### config.mk
export PLATFORM = sky130hd
export DESIGN_NAME = hazard_ctrl_unit
export DESIGN_NICKNAME = d
export VERILOG_FILES = /design/src/rtl/cpu_ctrl_pkg.sv /design/src/rtl/hazard_ctrl_unit_sat_counter.sv /design/src/rtl/hazard_ctrl_unit.sv
export SDC_FILE = /design/constraint.sdc
export NUM_CORES = 1
export LEC_CHECK = 0
export ABC_AREA = 1
export CORE_ASPECT_RATIO = 0.5
export CORE_MARGIN = 2
export CORE_UTILIZATION = 53
export DETAILED_ROUTE_END_ITERATION = 7
export PLACE_DENSITY = 0.86
export RECOVER_POWER = 100
export SYNTH_ARGS = -nofsm -noshare
export SYNTH_HDL_FRONTEND = slang
export SYNTH_SLANG_ARGS = --single-unit
### constraint.sdc
create_clock -name clk -period 2.4 [get_ports clk]
set_clock_uncertainty 0.15 [all_clocks]
set_input_delay 0.48 -clock clk [delete_from_list [all_inputs] [get_ports clk]]
set_output_delay 0.48 -clock clk [all_outputs]
set_load 0.02 [all_outputs]
### src/rtl/cpu_ctrl_pkg.sv
// Shared control-path types and constants for the hazard control unit.
// Holds the forwarding-select encoding, FSM state type and forwarding decode helper.
package cpu_ctrl_pkg;

  localparam logic [1:0] FWD_REG = 2'd0;
  localparam logic [1:0] FWD_EX  = 2'd1;
  localparam logic [1:0] FWD_MEM = 2'd2;

  localparam int DEF_CNT_W = 32;

  typedef enum logic [1:0] {
    RUN    = 2'd0,
    STALL  = 2'd1,
    HALTED = 2'd2
  } hz_state_t;

  // A load in EX has no result yet, so its match must not select the EX path.
  function automatic logic [1:0] fwd_decode(input logic ex_hit,
                                            input logic mem_hit,
                                            input logic ex_load);
    if (ex_hit) begin
      return ex_load ? FWD_REG : FWD_EX;
    end
    if (mem_hit) begin
      return FWD_MEM;
    end
    return FWD_REG;
  endfunction

endpackage

### src/rtl/hazard_ctrl_unit_sat_counter.sv
// Saturating up-counter with synchronous clear; holds at all-ones.
module sat_counter #(
  parameter int W = 32
) (
  input  logic         i_clk,
  input  logic         i_clr,
  input  logic         i_inc,
  output logic [W-1:0] o_cnt
);

  logic [W-1:0] r_cnt;

  always_ff @(posedge i_clk) begin
    if (i_clr) begin
      r_cnt <= '0;
    end else if (i_inc && (r_cnt != '1)) begin
      r_cnt <= r_cnt + 1'b1;
    end
  end

  assign o_cnt = r_cnt;

endmodule

### src/rtl/hazard_ctrl_unit.sv
// Pipeline hazard control: forwarding selects, stall/flush enables, halt latch
// and saturating hazard statistics.
//
// state  | meaning
// RUN    | normal issue; decodes branch flush, load-use stall, halt request
// STALL  | extra load-use stall cycles while the slow load completes
// HALTED | pipeline frozen until reset
module hazard_ctrl_unit
  import cpu_ctrl_pkg::*;
#(
  parameter int STALL_CYCLES = 1,
  parameter int CNT_W        = DEF_CNT_W
) (
  input  logic             clk,
  input  logic             rst,
  input  logic             r1_ex_related,
  input  logic             r1_mem_related,
  input  logic             r2_ex_related,
  input  logic             r2_mem_related,
  input  logic             ex_is_load,
  input  logic             ex_branch_taken,
  input  logic             halt_req,
  output logic [1:0]       fwd_r1_sel,
  output logic [1:0]       fwd_r2_sel,
  output logic             pc_en,
  output logic             ifid_en,
  output logic             ifid_flush,
  output logic             idex_flush,
  output logic             halted,
  output logic [CNT_W-1:0] stall_cnt,
  output logic [CNT_W-1:0] fwd_cnt,
  output logic [CNT_W-1:0] flush_cnt
);

  localparam logic [3:0] STALL_INIT = 4'(STALL_CYCLES - 1);

  hz_state_t  r_state;
  hz_state_t  w_state_nxt;
  logic [3:0] r_remaining;
  logic [3:0] w_remaining_nxt;
  logic       w_lu;
  logic [1:0] w_dec_r1;
  logic [1:0] w_dec_r2;
  logic       w_stall_inc;
  logic       w_flush_inc;
  logic       w_fwd_inc;

  assign w_lu     = ex_is_load & (r1_ex_related | r2_ex_related);
  assign w_dec_r1 = fwd_decode(r1_ex_related, r1_mem_related, ex_is_load);
  assign w_dec_r2 = fwd_decode(r2_ex_related, r2_mem_related, ex_is_load);

  always_ff @(posedge clk) begin
    if (rst) begin
      r_state     <= RUN;
      r_remaining <= '0;
    end else begin
      r_state     <= w_state_nxt;
      r_remaining <= w_remaining_nxt;
    end
  end

  always_comb begin
    w_state_nxt     = r_state;
    w_remaining_nxt = r_remaining;
    case (r_state)
      RUN: begin
        if (ex_branch_taken) begin
          w_state_nxt = RUN;
        end else if (w_lu) begin
          if (STALL_CYCLES > 1) begin
            w_state_nxt     = STALL;
            w_remaining_nxt = STALL_INIT;
          end
        end else if (halt_req) begin
          w_state_nxt = HALTED;
        end
      end
      STALL: begin
        // remaining == 1 is the terminal count: this is the last stall cycle
        if (ex_branch_taken || (r_remaining == 4'd1)) begin
          w_state_nxt     = RUN;
          w_remaining_nxt = '0;
        end else begin
          w_remaining_nxt = r_remaining - 4'd1;
        end
      end
      HALTED: begin
        w_state_nxt = HALTED;
      end
      default: begin
        w_state_nxt     = RUN;
        w_remaining_nxt = '0;
      end
    endcase
  end

  // While rst is high the outputs look like an idle RUN cycle.
  always_comb begin
    fwd_r1_sel  = FWD_REG;
    fwd_r2_sel  = FWD_REG;
    pc_en       = 1'b1;
    ifid_en     = 1'b1;
    ifid_flush  = 1'b0;
    idex_flush  = 1'b0;
    w_stall_inc = 1'b0;
    w_flush_inc = 1'b0;
    if (!rst) begin
      case (r_state)
        RUN, STALL: begin
          fwd_r1_sel = w_dec_r1;
          fwd_r2_sel = w_dec_r2;
          if (ex_branch_taken) begin
            ifid_flush  = 1'b1;
            idex_flush  = 1'b1;
            w_flush_inc = 1'b1;
          end else if (w_lu || (r_state == STALL)) begin
            pc_en       = 1'b0;
            ifid_en     = 1'b0;
            idex_flush  = 1'b1;
            w_stall_inc = 1'b1;
          end
        end
        HALTED: begin
          pc_en      = 1'b0;
          ifid_en    = 1'b0;
          idex_flush = 1'b1;
        end
        default: begin
          pc_en = 1'b1;
        end
      endcase
    end
  end

  assign w_fwd_inc = (fwd_r1_sel != FWD_REG) | (fwd_r2_sel != FWD_REG);
  assign halted    = (r_state == HALTED);

  sat_counter #(.W(CNT_W)) u_stall_cnt (
    .i_clk (clk),
    .i_clr (rst),
    .i_inc (w_stall_inc),
    .o_cnt (stall_cnt)
  );

  sat_counter #(.W(CNT_W)) u_fwd_cnt (
    .i_clk (clk),
    .i_clr (rst),
    .i_inc (w_fwd_inc),
    .o_cnt (fwd_cnt)
  );

  sat_counter #(.W(CNT_W)) u_flush_cnt (
    .i_clk (clk),
    .i_clr (rst),
    .i_inc (w_flush_inc),
    .o_cnt (flush_cnt)
  );

endmodule

**Run 1: clock wires, drivers and flops**

Drawn at 4 px/um.
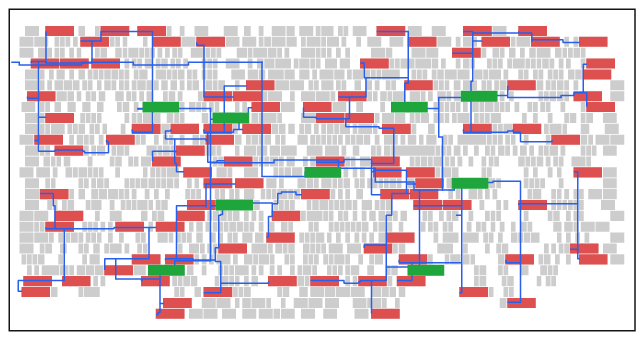
legend:
  clock-net drivers:
    color: green
    count: 9
  clock wires:
    color: blue
    length: 1,320 um
  flip-flops:
    color: red
    count: 97
flops lie: widely spread
clk latency late pin: 0.35 ns
Clock net power: 1.42 mW
clock network power share: 43.1%

**Run 1: cell area per tile**

Drawn at 2 px/um. The die is cut into 16 by 8 equal tiles; white is low, dark blue is high, 0 to 100% covered.
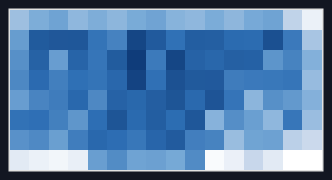
densest ninth of the die: center
tiles over 75% full: 33%
nearly empty tiles: 1.6%
emptiest ninth of the die: south-east
fullest tile: 95%
mean over tiles: 61%
Std-Cell Core Area: 11,100 um2
Finished Core Util: 70.2%
Initial Utilization: 55.1%

==> results.py, run 1 <==
# Physical implementation metrics
metrics = {
    "status": {
        "status": "finished, final reports clean",
    },
    "drt": {
        "routed_wl_um": 17800,
        "drt_iter0_drc": 439,
        "wire_per_inst_um": 13.4,
        "first_pass_iters": 5,
        "viasPerCell": 5.31,
        "remaining_drc_errors": 0,
        "ant_nets": 0,
    },
    "timing": {
        "fin_crit_sh_pct": 96.3,
        "relSlewSlack_pct": 44.5,
        "fin_ws_ns": 0.0895,
        "report.final.setup_viol": 0,
        "slew_violations": 0,
        "timing_hold_violations_final": 0,
        "worst_slew_pin_slew_ns": 0.832,
        "fmax_mhz": 433,
        "whs_ns": 0.367,
        "min_period_ns": 2.31,
    },
    "cells_and_area": {
        "nFillCells": 954,
        "fin_nets": 1187,
        "n_antenna_cell": 0,
        "layout.cells.non_filler": 1324,
        "final_area_um2": 7800,
        "lay_top_cells": "nand2_1, nor2_1, inv_1",
        "layout_top_cell": "nand2_1",
    },
    "critical_path": {
        "arrival_ns": 1.68,
        "crit_type": "input pin to output port",
        "path_cells": "clkdlybuf4s50_1 > nor2_4 > buf_4 > nand2_4 > inv_1 > clkbuf_1",
        "cpPeakStageDelay_ns": 0.47,
        "crit_slowest_cell": "clkdlybuf4s50_1",
        "cp.required_ns": 1.77,
        "crit_path_max_fanout": 6,
        "crit_path_start_kind": "input pin",
        "critPathCaptureType": "output port",
    },
    "floorplanning": {
        "rows": 27,
        "ios": 114,
        "chip_area_um2": 12500,
        "fp.dieW_um": 156,
        "fp.dieH_um": 80.0,
    },
    "logic_synthesis": {
        "yosysUniqueCellTypes": 35,
        "synthCells": 1034,
        "yosys_warnings": 0,
        "yosys_area_um2": 6130,
        "ys_cells": 1034,
        "syn_avg_cell_area_um2": 5.93,
        "ys_seq_share_pct": 31.7,
        "synthesis.area_um2": 6130,
        "synth_flop_count": 97,
    },
    "clock_network": {
        "cts_tree": "built",
        "htreeDepth": 3,
        "path_clk_slew_ns": 0.07,
        "cts_root_buf": "clkbuf_16",
        "cts-buffers-inserted": 9,
        "clockBufferDepth": 2,
        "cts_sinks": 97,
        "hold_buffers": 0,
    },
    "power_and_ir_drop": {
        "p_leak_nw": 3.25,
        "power_density_nw_per_um2": 423,
        "ir_worst_vdd_v": 0.000328,
    },
    "global_routing": {
        "grt_max_degree": 72,
        "grt_pass1_vias": 6503,
        "antenna_found_initial": 0,
        "grt.busiest_layer": "met2",
        "groute.usage.overall_pct": 29.0,
        "gr-usage-met1_pct": 34.2,
        "grt_pass1_wl_um": 29400,
        "grt_overflow": 0,
    },
    "job": {
        "warning_count": 26,
        "maxCapViolCount": 0,
    },
    "placed_design": {
        "portBuffers": 113,
        "pre_cts_slack_ns": -0.213,
        "dp_cells": 1307,
        "place_area_um2": 7580,
        "gp_congestion": 0.942,
        "hpwl_um": 13200,
    },
    "worst_hold_path": {
        "holdCritPathClass": "register to register",
    },
}
**Run 1: congestion heat map**

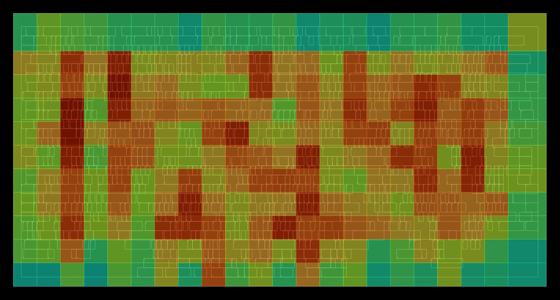
met3 Track Usage GR: 6.13%
met2 Use GR: 53.0%

## run 1: worst paths after layout
check / startpoint / to / slack (ns) / depth (start not counted)
min reg2reg: u_fwd_cnt.o_cnt[10] / u_fwd_cnt.o_cnt[10] / 0.37 / 2
max: rst / ifid_flush / 0.09 / 6
min: u_fwd_cnt.o_cnt[10] / u_fwd_cnt.o_cnt[10] / 0.37 / 2
max reg2reg: u_flush_cnt.o_cnt[0] / u_flush_cnt.o_cnt[2] / 0.21 / 10
## run 1: area by class of cell
type / count / area (um2) / area share, %
clock buffers: 11 / 233 / 2.98
clock inverters: 4 / 45.0 / 0.578
inverters: 103 / 387 / 4.96
multi-input cells: 811 / 3600 / 46.2
flip-flops and latches: 97 / 1940 / 24.9
well taps: 145 / 181 / 2.33
repair buffers: 153 / 1410 / 18.1
## run 1: synth_stat cells
cell / instances / area (um2)
nor3_2: 1 / 10.0
buf_1: 1 / 3.75
inv_2: 4 / 15.0
nor2_2: 14 / 87.6
nor3b_1: 1 / 7.51
clkinv_1: 1 / 3.75
buf_2: 7 / 35.0
nand3_1: 75 / 375
buf_4: 1 / 7.51
and2_1: 1 / 6.26
nor2b_1: 2 / 12.5
nor3_1: 12 / 60.1
inv_1: 98 / 368
nand2_2: 4 / 25.0
xor2_1: 10 / 87.6
nor2_4: 8 / 90.1
o21bai_1: 4 / 30.0
nand3b_1: 6 / 45.0
dfxtp_1: 97 / 1940
o21ai_0: 15 / 75.1
o21ai_1: 3 / 15.0
and3_1: 1 / 6.26
a31oi_1: 6 / 37.5
nand2_1: 299 / 1120
nand3_2: 2 / 20.0
a21oi_1: 52 / 260
buf_6: 8 / 90.1
nand4_1: 26 / 163
xnor2_1: 4 / 35.0
o211ai_1: 1 / 7.51
nand2_4: 4 / 45.0
nand3_4: 1 / 17.5
ha_1: 3 / 37.5
nor2_1: 256 / 961
clkbuf_1: 6 / 22.5
## run 1: per-stage QoR
stage	setup TNS (ns)	power, mW
after floorplan	0	1.81
after global placement	-1.26	1.92
after detailed placement	-3.23	1.92
after CTS	0	3.32
after global routing	0	3.39
final	0	3.30
## run 1: state kept, by name (all words and copies together), names as in the netlist
register,cells
r_state,1
u_flush_cnt.o_cnt,32
u_fwd_cnt.o_cnt,32
u_stall_cnt.o_cnt,32
## run 1: layer usage
metal,up-vias,wire (um)
met4,0,326
met2,242,8770
met5,-,0
met1,3212,7530
li1,3542,-
met3,33,1160
## run 1: worst max-delay path: cells and delay by family
family                 cells  cell delay (ns)
buffers and inverters      4             0.96
AND/OR/NAND/NOR            2             0.23
## run 1: cell families after synthesis
family | synth area share (%)
adder cells (fa/ha/maj) | 0.613
AND-OR/OR-AND | 6.94
XOR/XNOR | 2.00
AND/OR/NAND/NOR | 49.8
flip-flops | 31.7
buffers and inverters | 8.90
## run 1: repair_timing
item / 4_1_cts / 5_1_grt
buffers inserted: 2 / 0
cloned: 0 / 0
endpoints found under the setup margin: 8 / 4
gates resized: 8 / 8
endpoints found under the hold margin: 0 / 0
## run 1: where the power goes
group	leakage [nW]	switching, mW	internal [mW]
logic	2.33	0.149	0.0991
clock network	0.139	0.622	0.799
registers	0.782	0.0105	1.62
==> run 1 -> run 2 <==
- GPL_ROUTABILITY_DRIVEN: unset -> 0
- GPL_TIMING_DRIVEN: unset -> 0
**Run 2: congestion heat map**

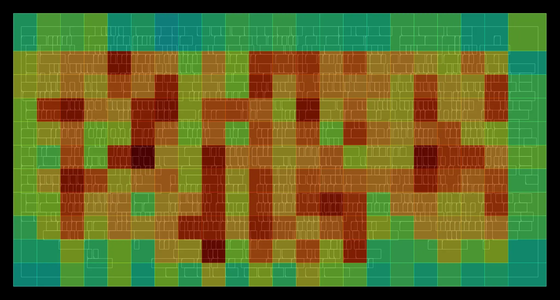
GRT Overall Usage: 29.7%
grt met1 use: 37.0%
met2 Use GR: 51.6%

**Run 2: power grid**

Drawn at 4 px/um. Pins as bars on the die edge.
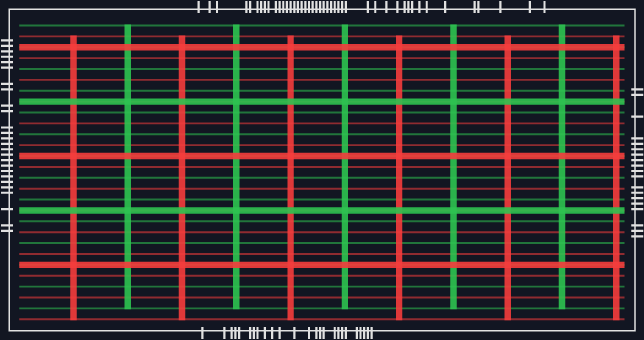
legend:
  VDD:
    color: green
  VSS:
    color: red
rows: 27
met1 rails: 28
met5 straps: 5
signal pins: 114
met4 straps: 11
Max VDD drop: 0.000328 V
die width: 156 um
Die Y: 80.0 um

**Run 2: clock wires, drivers and flops**

Drawn at 4 px/um.
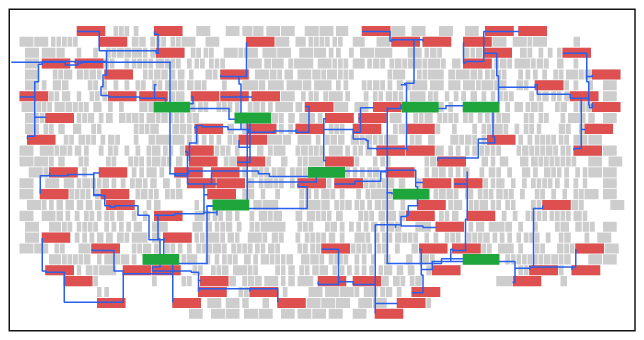
legend:
  clock wires:
    color: blue
    length: 1,300 um
  clock-net drivers:
    color: green
    count: 9
  flip-flops:
    color: red
    count: 97
routed clock nets: 10
flops lie: widely spread
clock network power share: 41.5%
Clock net power: 1.33 mW

==> run 2 against run 1 <==
Synthesized cell count did not move; worst setup slack got worse by 0.098 ns; first-iteration DRC count increased by 18%; power shrank 3.0%; die area is the same; the flow now finishes with violations (setup timing); register-to-register slack improved by 0.07 ns; critical path depth decreased by 2; combinational power decreased by 3%; core utilization shrank 0.75 points; sequential share of layout area grew 0.27 points; non-clock buffer count shrank 17; critical endpoint is now idex_flush.
==> results.py, run 2 <==
# Physical implementation metrics
metrics = {
    "status": {
        "status": "finished, violations left",
        "violations": "setup timing",
    },
    "timing": {
        "slew_violations": 0,
        "worst_slew_pin_slew_ns": 0.688,
        "min_period_ns": 2.41,
        "relSlewSlack_pct": 54.1,
        "fin_crit_sh_pct": 100,
        "fmax_mhz": 415,
        "fin_tns_setup_ns": -0.00818,
        "timing_hold_violations_final": 0,
        "fin_ws_ns": -0.00818,
        "report.final.setup_viol": 1,
    },
    "cells_and_area": {
        "layout_top_cell": "nand2_1",
        "fin_nets": 1170,
        "nFillCells": 1002,
        "lay_top_cells": "nand2_1, nor2_1, clkdlybuf4s50_1",
        "utilization_pct": 69.4,
    },
    "critical_path": {
        "crit_slowest_cell": "clkdlybuf4s50_1",
        "critPathCaptureType": "output port",
        "crit_buf_inv": 3,
        "crit_path_start_kind": "input pin",
        "critical-path-top-delay-family": "buffers and inverters",
        "crit_type": "input pin to output port",
        "path_cells": "clkdlybuf4s50_1 > clkbuf_8 > a31oi_1 > clkdlybuf4s15_1",
        "crit_path_max_fanout": 10,
        "cpPeakStageDelay_ns": 0.49,
        "rrSetupSlack_ns": 0.28,
        "cp.required_ns": 1.77,
        "arrival_ns": 1.78,
    },
    "logic_synthesis": {
        "syn_avg_cell_area_um2": 5.93,
        "edf_count": 0,
        "synthesis.area_um2": 6130,
        "yosys-top-cells-area": "dfxtp_1, nand2_1, nor2_1",
        "synth_flop_count": 97,
        "synth.largest_area_cell": "dfxtp_1",
        "yosys_area_um2": 6130,
        "top_cells_by_count": "nand2_1, nor2_1, inv_1",
        "most_common_cell": "nand2_1",
        "ys.flop_type": "dfxtp_1",
        "synthCells": 1034,
        "yosysUniqueCellTypes": 35,
        "ys_cells": 1034,
        "async_flop_share_pct": 0,
    },
    "power_and_ir_drop": {
        "power_density_nw_per_um2": 415,
        "p_leak_nw": 2.82,
    },
    "floorplanning": {
        "initCoreUtil_pct": 55.1,
        "rows": 27,
        "chip_area_um2": 12500,
        "core-area_um2": 11100,
    },
    "clock_network": {
        "path_clk_slew_ns": 0.07,
        "htreeDepth": 3,
        "cts_tree": "built",
        "clock_latency_ns": 0.35,
        "cts_sinks": 97,
        "cts-buffers-inserted": 9,
    },
    "placed_design": {
        "pre_cts_slack_ns": -1.05,
        "hpwl_um": 13700,
        "portBuffers": 113,
    },
    "drt": {
        "drt_iter0_drc": 516,
        "ant_nets": 0,
        "routed_wl_um": 18100,
        "first_pass_iters": 5,
        "remaining_drc_errors": 0,
        "viasPerCell": 5.43,
    },
    "global_routing": {
        "grt_pass1_vias": 6542,
        "grt_pass1_wl_um": 29900,
        "grt_overflow": 0,
    },
    "job": {
        "warning_count": 26,
    },
    "worst_hold_path": {
        "holdCritPathClass": "register to register",
    },
}
## run 2: cell counts after synthesis
Identical to the previous run, type by type.
## run 2: worst min-delay path, cell delays in order (launching register included)
cell     delay, ns
dfxtp_1       0.35
nand2_1       0.08
a21oi_1       0.05
## run 2: final timing paths
check / startpoint / endpoint / depth (start not counted)
max: rst / idex_flush / 4
max reg2reg: u_fwd_cnt.o_cnt[0] / u_fwd_cnt.o_cnt[25] / 10
min: u_fwd_cnt.o_cnt[14] / u_fwd_cnt.o_cnt[14] / 2
min reg2reg: u_fwd_cnt.o_cnt[14] / u_fwd_cnt.o_cnt[14] / 2
## run 2: layout make-up
type	count	area (um2)	share of cell area [%]
inverter	103	392	5.08
sequential	97	1940	25.2
clock buffer	12	236	3.07
clock inverter	4	20.0	0.260
buffer	22	164	2.12
tap	145	181	2.35
timing repair buffer	114	1130	14.6
multi-input combinational	811	3650	47.3
## run 2: stage by stage
step	power (mW)	cell area (um2)	cells
floorplan	1.81	6130	1034
global placement	1.89	7440	1292
detailed placement	1.90	7440	1292
CTS	3.20	7700	1308
global route	3.29	7710	1308
finish	3.20	7710	1308
## run 2: layer usage
metal | share of wire (%) | GRT usage [%] | vias up
met1 | 41 | 37.0 | 3219
met5 | 0 | 0 | -
met2 | 47 | 51.6 | 324
li1 | - | - | 3517
met3 | 9.0 | 5.65 | 44
met4 | 2.2 | 11.3 | 0
## run 2: cells by family after synthesis
logic type | after synthesis | share of synthesized area (%)
and+or+nand+nor | 713 | 49.8
AOI/OAI and AO/OA | 81 | 6.94
buffers and inverters | 126 | 8.90
adders and majority gates | 3 | 0.613
xor gates and xnor gates | 14 | 2.00
DFF | 97 | 31.7
## run 2: power by group
group | switching (mW) | internal [mW]
clock | 0.629 | 0.698
combinational | 0.156 | 0.0855
sequential | 0.0114 | 1.62
## run 2: repair_timing
action,in CTS,in global routing
setup endpoints to repair,8,3
buffers inserted,1,0
hold buffers,0,0
pin swaps,1,0
resized,21,5
No activity file was given, so power comes from the tool's default toggle rates.
